[src/rtl/fifo_pop_pkg.sv]
// Shared types and default widths for the FIFO pop-side drain stage.
package fifo_pop_pkg;

  typedef enum logic [1:0] {
    EMPTY = 2'd0,
    ONE   = 2'd1,
    TWO   = 2'd2
  } occ_e;

  localparam int DATA_WIDTH_DEF = 32;
  localparam int CNT_WIDTH_DEF  = 32;

endpackage

[src/rtl/fifo_pop_skid.sv]
// Two-entry output buffer with its occupancy FSM; entry0 is the head of the stream.
module fifo_pop_skid
  import fifo_pop_pkg::*;
#(
  parameter int DATA_WIDTH = DATA_WIDTH_DEF
) (
  input  logic                  clk_pop,
  input  logic                  rst,
  input  logic                  enq,
  input  logic [DATA_WIDTH-1:0] enq_data,
  input  logic                  deq,
  output logic [1:0]            occ,
  output logic [DATA_WIDTH-1:0] head
);

  occ_e                  occ_q, occ_d;
  logic [DATA_WIDTH-1:0] entry0_q, entry0_d;
  logic [DATA_WIDTH-1:0] entry1_q, entry1_d;

  always_comb begin
    // NOTE: defaults first so every path assigns each _d; a missing assignment would infer a latch.
    occ_d    = occ_q;
    entry0_d = entry0_q;
    entry1_d = entry1_q;
    case (occ_q)
      EMPTY: begin
        if (enq) begin
          occ_d    = ONE;
          entry0_d = enq_data;
        end
      end
      ONE: begin
        case ({enq, deq})
          2'b10: begin
            occ_d    = TWO;
            entry1_d = enq_data;
          end
          2'b01:   occ_d    = EMPTY;
          2'b11:   entry0_d = enq_data;
          default: ;
        endcase
      end
      TWO: begin
        // The pop decision never enqueues in TWO, so only a dequeue moves us.
        if (deq) begin
          occ_d    = ONE;
          entry0_d = entry1_q;
        end
      end
      default: occ_d = EMPTY;
    endcase
  end

  always_ff @(posedge clk_pop) begin
    if (rst) begin
      // NOTE: both data entries are reset so m_data and entry1 read 0 after reset, not X.
      occ_q    <= EMPTY;
      entry0_q <= '0;
      entry1_q <= '0;
    end else begin
      // NOTE: non-blocking so every flop samples the pre-edge values of the others.
      occ_q    <= occ_d;
      entry0_q <= entry0_d;
      entry1_q <= entry1_d;
    end
  end

  assign occ  = occ_q;
  assign head = entry0_q;

endmodule

[src/rtl/fifo_pop_stream.sv]
// Drains a first-word-fall-through FIFO pop port into a registered valid/ready stream,
// counting delivered beats and latching underflow errors.
module fifo_pop_stream
  import fifo_pop_pkg::*;
#(
  parameter int DATA_WIDTH = DATA_WIDTH_DEF,
  parameter int CNT_WIDTH  = CNT_WIDTH_DEF
) (
  input  logic                  clk_pop,
  input  logic                  rst,
  input  logic                  en,
  input  logic                  pop_empty,
  input  logic                  pop_error,
  input  logic [DATA_WIDTH-1:0] data_out,
  output logic                  pop_req_n,
  output logic                  m_valid,
  output logic [DATA_WIDTH-1:0] m_data,
  input  logic                  m_ready,
  output logic [CNT_WIDTH-1:0]  beat_cnt,
  output logic                  err_sticky,
  input  logic                  err_clr
);

  logic [1:0]           occ_raw;
  occ_e                 occ;
  logic                 pop;
  logic                 deq;
  logic [CNT_WIDTH-1:0] beat_cnt_q, beat_cnt_d;
  logic                 err_sticky_q, err_sticky_d;

  assign occ = occ_e'(occ_raw);

  // Pop depends only on registered occupancy, never on m_ready, so no ready-to-pop path.
  assign pop       = en & ~pop_empty & (occ != TWO) & ~rst;
  assign pop_req_n = ~pop;

  assign m_valid = (occ != EMPTY);
  assign deq     = m_valid & m_ready;

  fifo_pop_skid #(
    .DATA_WIDTH(DATA_WIDTH)
  ) u_skid (
    .clk_pop (clk_pop),
    .rst     (rst),
    .enq     (pop),
    .enq_data(data_out),
    .deq     (deq),
    .occ     (occ_raw),
    .head    (m_data)
  );

  always_comb begin
    beat_cnt_d   = beat_cnt_q + CNT_WIDTH'(deq);
    err_sticky_d = err_sticky_q;
    if (err_clr)   err_sticky_d = 1'b0;
    // Set has priority over clear when both arrive together.
    if (pop_error) err_sticky_d = 1'b1;
  end

  always_ff @(posedge clk_pop) begin
    if (rst) begin
      beat_cnt_q   <= '0;
      err_sticky_q <= 1'b0;
    end else begin
      beat_cnt_q   <= beat_cnt_d;
      err_sticky_q <= err_sticky_d;
    end
  end

  assign beat_cnt   = beat_cnt_q;
  assign err_sticky = err_sticky_q;

endmodule

[config.mk]
export PLATFORM = sky130hd
export DESIGN_NAME = fifo_pop_stream
export DESIGN_NICKNAME = d
export VERILOG_FILES = /design/src/rtl/fifo_pop_pkg.sv /design/src/rtl/fifo_pop_skid.sv /design/src/rtl/fifo_pop_stream.sv
export SDC_FILE = /design/constraint.sdc
export NUM_CORES = 1
export LEC_CHECK = 0
export CAP_MARGIN = 30
export CELL_PAD_IN_SITES_DETAIL_PLACEMENT = 1
export CELL_PAD_IN_SITES_GLOBAL_PLACEMENT = 1
export CORE_MARGIN = 8
export CORE_UTILIZATION = 39
export CTS_BUF_LIST = sky130_fd_sc_hd__clkbuf_8 sky130_fd_sc_hd__clkbuf_16
export CTS_CLUSTER_DIAMETER = 120
export DETAILED_ROUTE_END_ITERATION = 6
export GPL_TIMING_DRIVEN = 0
export PLACE_DENSITY = 0.81
export SLEW_MARGIN = 20
export SYNTH_ARGS = -nofsm -noshare
export SYNTH_HDL_FRONTEND = slang
export SYNTH_SLANG_ARGS = --single-unit
[constraint.sdc]
create_clock -name clk_pop -period 4.3 [get_ports clk_pop]
set_input_delay 0.86 -clock clk_pop [delete_from_list [all_inputs] [get_ports clk_pop]]
set_output_delay 0.86 -clock clk_pop [all_outputs]
set_load 0.05 [all_outputs]
==> deck_impl_summary.md, run 1 <==
Run Summary

STA
  • Final worst clock skew: 0.008834 ns
  • Fin. max-slew vios: 0
  • Final period util: 0.9570
  • Max_slew headroom: 0.4988
  • Minimum clock period after layout: 4.115 ns
  • Number of failing setup endpoints in the final timing report: 0
  • Worst-case setup margin in the final layout: 0.1851 ns
  • Slew @ Worst Pin: 0.7517 ns

Place
  • Post-detail-place hpwl: 9580 um
  • Last weighted congestion value of the routability-driven placer: 0.7602
  • PortBufs: 105
  • Setup slack at placement: 0.1410 ns

Power
  • Max IR drop VDD: 175.8 uV

Setup path
  • Crit path kind: primary input to primary output
  • Worst r2r path cells: 11
  • Kind of start point of the critical path: primary input
  • Instance count on the critical path: 6

Synthesis
  • YS warnings: 0
  • Fraction of registers with async set or reset after synthesis: 0
  • Leading area contributor after synthesis: dfxtp_1
  • Cell count after synthesis: 482
  • Dominant register cell in the synthesized netlist: dfxtp_1
  • Top cells by count, synth: dfxtp_1, nand2_1, a21oi_1
  • Fraction of the yosys area taken by sequential cells: 0.4737
  • Total nets after synthesis: 524
  • Count of unique library cells instantiated by Yosys: 34
  • Proportion of netlist area held by the largest area contributor: 0.4737
  • Number of flops mapped to enable cells by yosys: 0

Cells and area
  • Fill count: 1264
  • Most frequent logic cell in the layout: clkdlybuf4s50_1
  • Layout cells sized above 1: 0.04160
  • Syn-to-layout area delta: 34.63%

Outcome
  • Run status: finished, final reports clean

Min path
  • Class of the worst hold path: flop to flop
  • Hold Path Cell Cnt: 2
  • Hold path startpoint: u_skid.entry1_q[19]$_SDFFE_PP0P_

GRT
  • Via count of the first global-routing pass: 4211
  • Largest net degree at the start of global routing: 15
  • Overall global routing resource usage: 0.1762
  • Most used routing layer in global routing: met2

Routing
  • Wire length per cell after detailed routing: 17.01 um
  • Wl on met1: 5240 um
  • DR vias/cell: 5.333
  • Met2 Wirelength: 6317 um
  • First-pass iteration count of the detailed router: 4

CTS
  • Post-CTS Hold Buffers: 0
  • Post-CTS Setup Repair Bufs: 0
  • Max H-tree Level: 3

Die
  • Die width: 119.6 um
  • Die area: 14300 um^2
[run 1: report_power, final]
group | switching [mW] | internal (mW)
Combinational | 0.148 | 0.0937
Sequential | 0.0136 | 0.938
Clock | 0.307 | 0.375
[run 1: logic make-up after synthesis]
kind of cell / count (synthesis) / share of synthesized area
AND/OR/NAND/NOR: 189 / 0.2156
buffers and inverters: 41 / 0.04037
XOR/XNOR: 12 / 0.02512
AND-OR/OR-AND: 104 / 0.1549
adder cells (fa/ha/maj): 3 / 0.008972
multiplexers: 34 / 0.08134
flip-flops: 99 / 0.4737
[run 1: registers in the layout (all words and copies together) (netlist names)]
name / flops
err_sticky: 1
u_skid.entry1_q: 32
u_skid.occ: 2
u_skid.head: 32
beat_cnt: 32
[run 1: layout make-up]
| cell class | count | area [um^2] | share of cell area |
|---|---|---|---|
| Buffer | 36 | 150.1 | 0.02665 |
| Clock buffer | 9 | 123.9 | 0.02199 |
| Clock inverter | 4 | 93.84 | 0.01666 |
| Inverter | 5 | 18.77 | 0.003332 |
| Multi-Input combinational cell | 342 | 2033 | 0.3610 |
| Sequential cell | 99 | 1982 | 0.3518 |
| Tap cell | 140 | 175.2 | 0.03110 |
| Timing Repair Buffer | 106 | 1056 | 0.1875 |
[run 1: through the flow]
stage	power [mW]	util	hold slack, ns	cell area, um^2	std cells
3_3_place_gp	1.210	0.5080	0.4410	5410	727
4_1_cts	1.900	0.5284	0.4610	5628	740
6_report	1.876	0.5289	0.4610	5633	741
3_5_place_dp	1.217	0.5080	0.4492	5410	727
5_1_grt	1.950	0.5289	0.4808	5633	741
2_1_floorplan	1.107	-	0.4357	4184	482
[run 1: worst register-to-register path, delay by kind of cell, from the launching register on]
family	cells	cell delay [ns]
flops	1	0.32
fa+ha+maj	2	0.46
simple gates	5	1.24
compound gates	1	0.16
buf+inv	3	0.75
run_1/met1.png
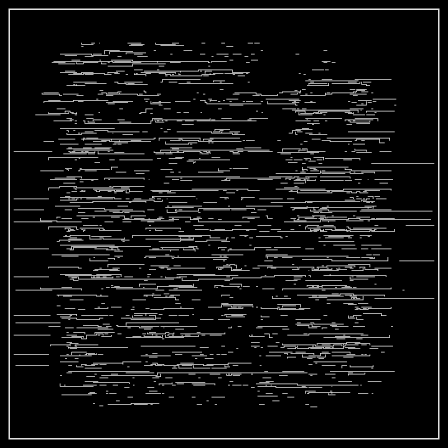
wire length on this layer	5240 um
nets with wire on the layer	575
share of all routed wire	42%
longest straight run	41.9 um

run_1/met2.png
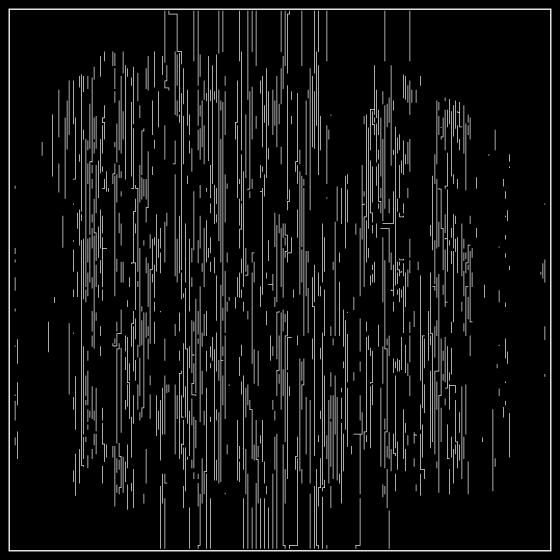
longest straight run	49.8 um
wire length on this layer	6320 um
share of all routed wire	50%

run_1/met3.png
Bar = 20 um.
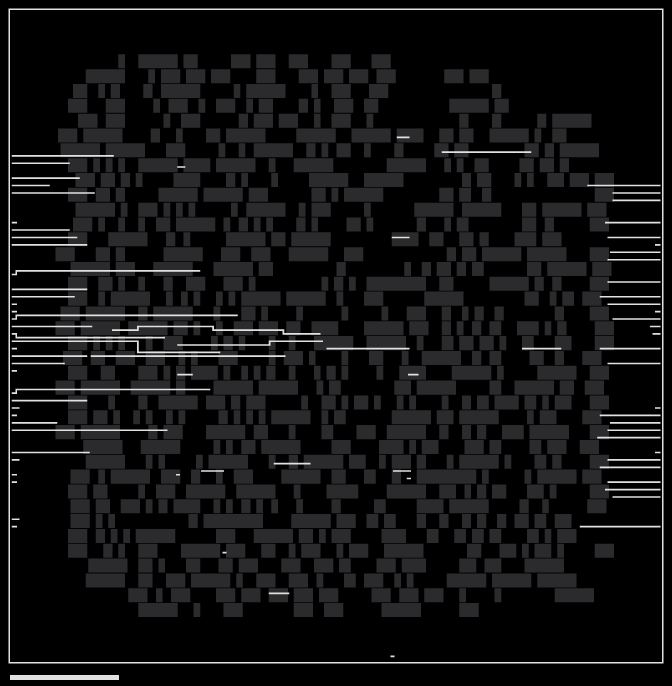
wire length on this layer	820 um
nets with wire on the layer	69
total wirelength of the detailed-routed design: 12600 um
total number of vias: 3952

==> run 1 -> run 2 <==
- HOLD_SLACK_MARGIN: default -> 0.1
run_2/final_congestion.png
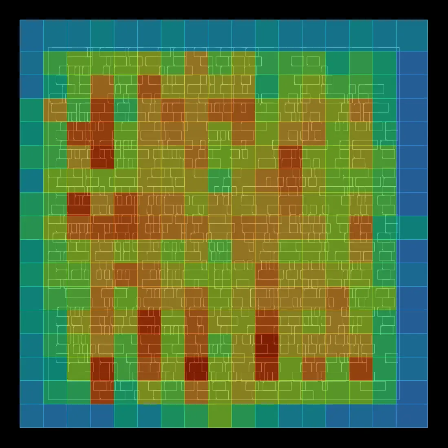
GR Util met2: 0.3147
global routing usage on met1: 0.1912
wire length per cell after detailed routing: 17.01 um

run_2/met3.png
Bar = 20 um.
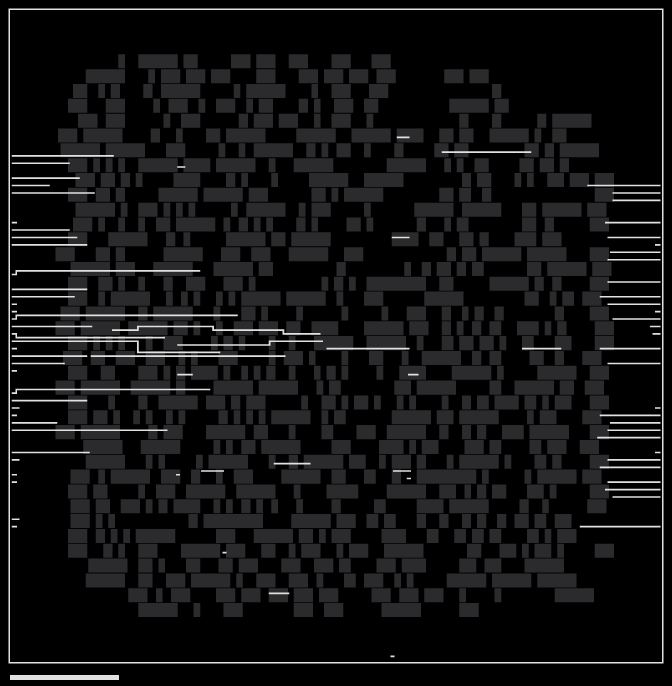
share of all routed wire	6.5%
longest straight run	40.5 um
main direction	horizontal

==> deck_impl_summary.md, run 2 <==
Run Summary

STA
  • Minimum clock period after layout: 4.115 ns (unchanged)
  • Fin. max-slew vios: 0 (unchanged)
  • Max_slew headroom: 0.4988 (unchanged)
  • Number of failing setup endpoints in the final timing report: 0 (unchanged)

Cells and area
  • Area used by multi-input combinational logic: 2033 um^2 (unchanged)
  • Flip-flops: 99 (unchanged)
  • Proportion of final cell area spent on non-clock buffers: 0.2141 (unchanged)
  • Final design utilization: 0.5289 (unchanged)
  • Combinational gates: 342 (unchanged)

Synthesis
  • Proportion of netlist area held by the largest area contributor: 0.4737 (unchanged)
  • Top cells by count, synth: dfxtp_1, nand2_1, a21oi_1 (unchanged)
  • Dominant register cell in the synthesized netlist: dfxtp_1 (unchanged)
  • Fraction of registers with async set or reset after synthesis: 0 (unchanged)
  • Fraction of the yosys area taken by sequential cells: 0.4737 (unchanged)

GRT
  • Overall global routing resource usage: 0.1762 (unchanged)

Die
  • Die area: 14300 um^2 (unchanged)
  • Die width: 119.6 um (unchanged)
  • Tapcells: 140 (unchanged)

Place
  • PortBufs: 105 (unchanged)

Outcome
  • Run status: finished, final reports clean (unchanged)

Routing
  • Total number of vias: 3952 (unchanged)

Setup path
  • Kind of start point of the critical path: primary input (unchanged)

CTS
  • Post-CTS Hold Buffers: 0 (unchanged)
## run 2: per-layer routing
layer,up-vias,GRT usage,share of wire
li1,1930,-,-
met1,1920,0.1912,0.42
met4,0,0.06479,0.018
met2,85,0.3147,0.50
met3,17,0.05589,0.065
met5,-,0,0
## run 2: cell families (layout without fill, tap and decap cells)
group | count (synthesis) | after routing | share of synthesized area
AND/OR/NAND/NOR | 189 | 189 | 0.2156
AND-OR/OR-AND | 104 | 104 | 0.1549
adder cells (fa/ha/maj) | 3 | 3 | 0.008972
multiplexers | 34 | 34 | 0.08134
buffers and inverters | 41 | 160 | 0.04037
XOR/XNOR | 12 | 12 | 0.02512
flip-flops | 99 | 99 | 0.4737
## run 2: power breakdown
part	leakage (nW)	switching (mW)	internal (mW)
registers	0.802	0.0136	0.938
clock network	0.112	0.307	0.375
logic	1.12	0.148	0.0937
total	2.03	0.469	1.41
## run 2: final timing paths
path	from	endpoint	slack [ns]	cells after the start
max	rst	pop_req_n	0.19	6
max reg2reg	u_skid.occ[1]$_SDFFE_PP0P_	beat_cnt[20]$_SDFF_PP0_	1.28	11
min reg2reg	u_skid.entry1_q[19]$_SDFFE_PP0P_	u_skid.entry1_q[19]$_SDFFE_PP0P_	0.46	2
min	u_skid.entry1_q[19]$_SDFFE_PP0P_	u_skid.entry1_q[19]$_SDFFE_PP0P_	0.46	2
## run 2: stage by stage
step	power (mW)	area, um^2	worst slack [ns]	hold WS, ns
6_report	1.876	5633	0.1851	0.4610
2_1_floorplan	1.107	4184	1.537	0.4357
5_1_grt	1.950	5633	0.003292	0.4808
4_1_cts	1.900	5628	0.1339	0.4610
3_5_place_dp	1.217	5410	0.1410	0.4492
3_3_place_gp	1.210	5410	0.1661	0.4410
run_2/met2.png
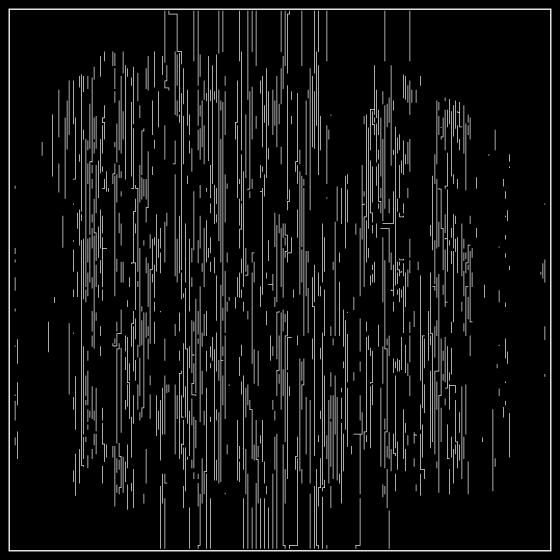

==> run 2 -> run 3 <==
--- a/config.mk
+++ b/config.mk
@@ -11,3 +11,3 @@
 export CORE_MARGIN = 8
-export CORE_UTILIZATION = 39
+export CORE_UTILIZATION = 41
 export CTS_BUF_LIST = sky130_fd_sc_hd__clkbuf_8 sky130_fd_sc_hd__clkbuf_16
@@ -17,3 +17,3 @@
 export HOLD_SLACK_MARGIN = 0.1
-export PLACE_DENSITY = 0.81
+export PLACE_DENSITY = 0.82
 export SLEW_MARGIN = 20
@@ -21,2 +21,3 @@
 export SYNTH_HDL_FRONTEND = slang
+export SYNTH_HIERARCHICAL = 1
 export SYNTH_SLANG_ARGS = --single-unit
==> constraint.sdc (replaced) <==
create_clock -name clk_pop -period 4.3 [get_ports clk_pop]
set_input_delay 0.43 -clock clk_pop [delete_from_list [all_inputs] [get_ports clk_pop]]
set_output_delay 0.43 -clock clk_pop [all_outputs]
set_load 0.05 [all_outputs]
run_3/met2.png
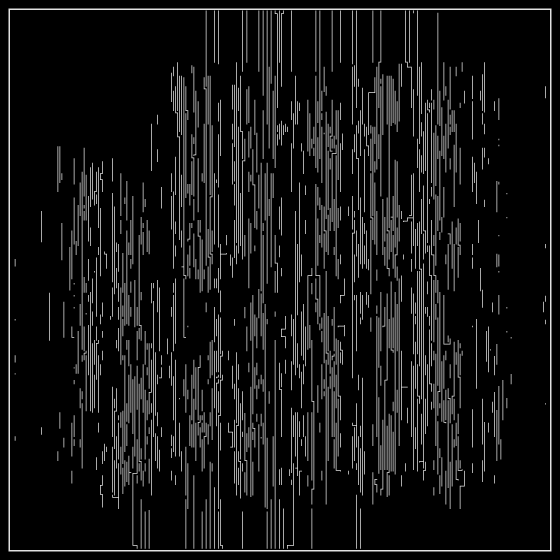
main direction	vertical
share of all routed wire	51%
nets with wire on the layer	608
wire length on this layer	7460 um
longest straight run	47.1 um

run_3/met3.png
Bar = 20 um.
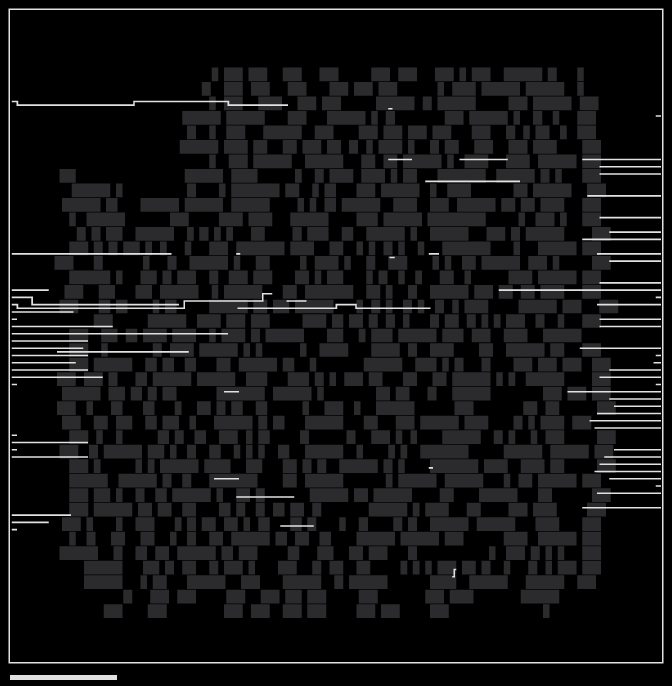
longest straight run	40.2 um
main direction	horizontal
wire length on this layer	874 um
total number of vias: 4245
global routing usage on met3: 0.04731
total wirelength of the detailed-routed design: 14620 um

==> deck_impl_summary.md, run 3 <==
Run Summary

Cells and area
  • Final instance count without filler cells: 759 (was 741)
  • Storage element area: 1982 um^2 (unchanged)
  • Layout cells sized above 1: 0.1179 (was 0.04160)
  • Most frequent logic cell in the layout: clkdlybuf4s50_1 (unchanged)
  • Syn-to-layout area delta: 33.11% (was 34.63%)
  • Proportion of final cell area spent on non-clock buffers: 0.2048 (was 0.2141)
  • Flip-flops: 99 (unchanged)
  • Combinational gates: 350 (was 342)
  • Clock tree cell share of total cell area: 0.05121 (was 0.03865)
  • Dominant class by area: multi-input combinational cells (unchanged)

Power
  • Max IR drop VDD: 236.6 uV (was 175.8 uV)
  • Net Sw Power: 0.5162 mW (was 0.4688 mW)
  • Logic pwr share: 0.129 (about the same)
  • Power share of the sequential group: 0.463 (was 0.507)
  • Clock Power Share: 0.408 (was 0.364)

Outcome
  • Run status: finished, final reports clean (unchanged)

Synthesis
  • Mux share: 0.07979 (was 0.08134)
  • Fraction of the yosys area taken by sequential cells: 0.4285 (was 0.4737)
  • Leading area contributor after synthesis: dfxtp_1 (unchanged)
  • Fraction of registers with async set or reset after synthesis: 0 (unchanged)
  • Count of unique library cells instantiated by Yosys: 43 (was 34)
  • Proportion of netlist area held by the largest area contributor: 0.4285 (was 0.4737)
  • Main logic family after synthesis: AND-OR/OR-AND gates (was simple AND/OR/NAND/NOR gates)
  • Yosys aoi share: 0.2221 (was 0.1549)
  • Dominant register cell in the synthesized netlist: dfxtp_1 (unchanged)
  • Number of flops mapped to enable cells by yosys: 0 (unchanged)

Routing
  • Total length of routed met3 wires: 873 um (was 819 um)
  • Met2 Wirelength: 7455 um (was 6317 um)
  • First-pass iteration count of the detailed router: 4 (unchanged)
  • DR vias/cell: 5.593 (was 5.333)
  • Highest metal layer used by the detailed router: met4 (unchanged)
  • Wl on met1: 6145 um (was 5240 um)

GRT
  • GR Util met2: 0.3495 (was 0.3147)
  • Global routing usage on met1: 0.2252 (was 0.1912)
  • Via count of the first global-routing pass: 4537 (was 4211)

STA
  • Max_slew headroom: 0.5162 (was 0.4988)
  • Final worst clock skew: 0.007010 ns (was 0.008834 ns)
  • Number of failing setup endpoints in the final timing report: 0 (unchanged)

Setup path
  • Instance count on the critical path: 9 (was 6)
  • Crit path kind: flop to flop (was primary input to primary output)

Place
  • PortBufs: 104 (was 105)
  • Dpl cells: 743 (was 727)
  • Last weighted congestion value of the routability-driven placer: 0.8112 (was 0.7602)

CTS
  • Max H-tree Level: 3 (unchanged)
  • Post-CTS Setup Repair Bufs: 0 (unchanged)

Die
  • Die area: 14940 um^2 (was 14300 um^2)
## run 3: worst reg2reg max path, stage by stage (launching register included)
cell,delay (ns)
dfxtp_1,0.46
or2_2,0.18
and2_1,0.30
ha_1,0.27
ha_1,0.26
nand2_1,0.16
or3_1,0.47
clkbuf_1,0.30
or4_1,0.54
nand2_1,0.08
## run 3: through the flow
stage | power (mW) | cell area, um^2 | setup slack [ns]
2_1_floorplan | 1.129 | 4626 | 1.581
3_3_place_gp | 1.229 | 5842 | 0.9822
3_5_place_dp | 1.236 | 5842 | 0.9888
4_1_cts | 2.075 | 6157 | 1.224
5_1_grt | 2.129 | 6157 | 1.037
6_report | 2.056 | 6157 | 1.250
## run 3: power by group through the flow
| stage | sequential [mW] | combinational [mW] | clock [mW] |
|---|---|---|---|
| 2_1_floorplan | 1.03 | 0.0964 | 0 |
| 3_3_place_gp | 0.972 | 0.257 | 0 |
| 3_5_place_dp | 0.973 | 0.262 | 0 |
| 4_1_cts | 0.952 | 0.267 | 0.856 |
| 5_1_grt | 0.954 | 0.279 | 0.896 |
| 6_report | 0.952 | 0.265 | 0.839 |
## run 3: worst paths after layout
| check | startpoint | to | slack (ns) |
|---|---|---|---|
| worst max register to register | u_skid/occ[0]$_SDFFE_PP0P_ | beat_cnt[14]$_SDFF_PP0_ | 1.25 |
| worst min-delay path | rst | u_skid/head[11]$_SDFFE_PP0P_ | 0.43 |
| worst min register to register | u_skid/entry1_q[16]$_SDFFE_PP0P_ | u_skid/entry1_q[16]$_SDFFE_PP0P_ | 0.46 |
| worst max-delay path | u_skid/occ[0]$_SDFFE_PP0P_ | beat_cnt[14]$_SDFF_PP0_ | 1.25 |
Power is estimated from default activity; no workload was simulated.
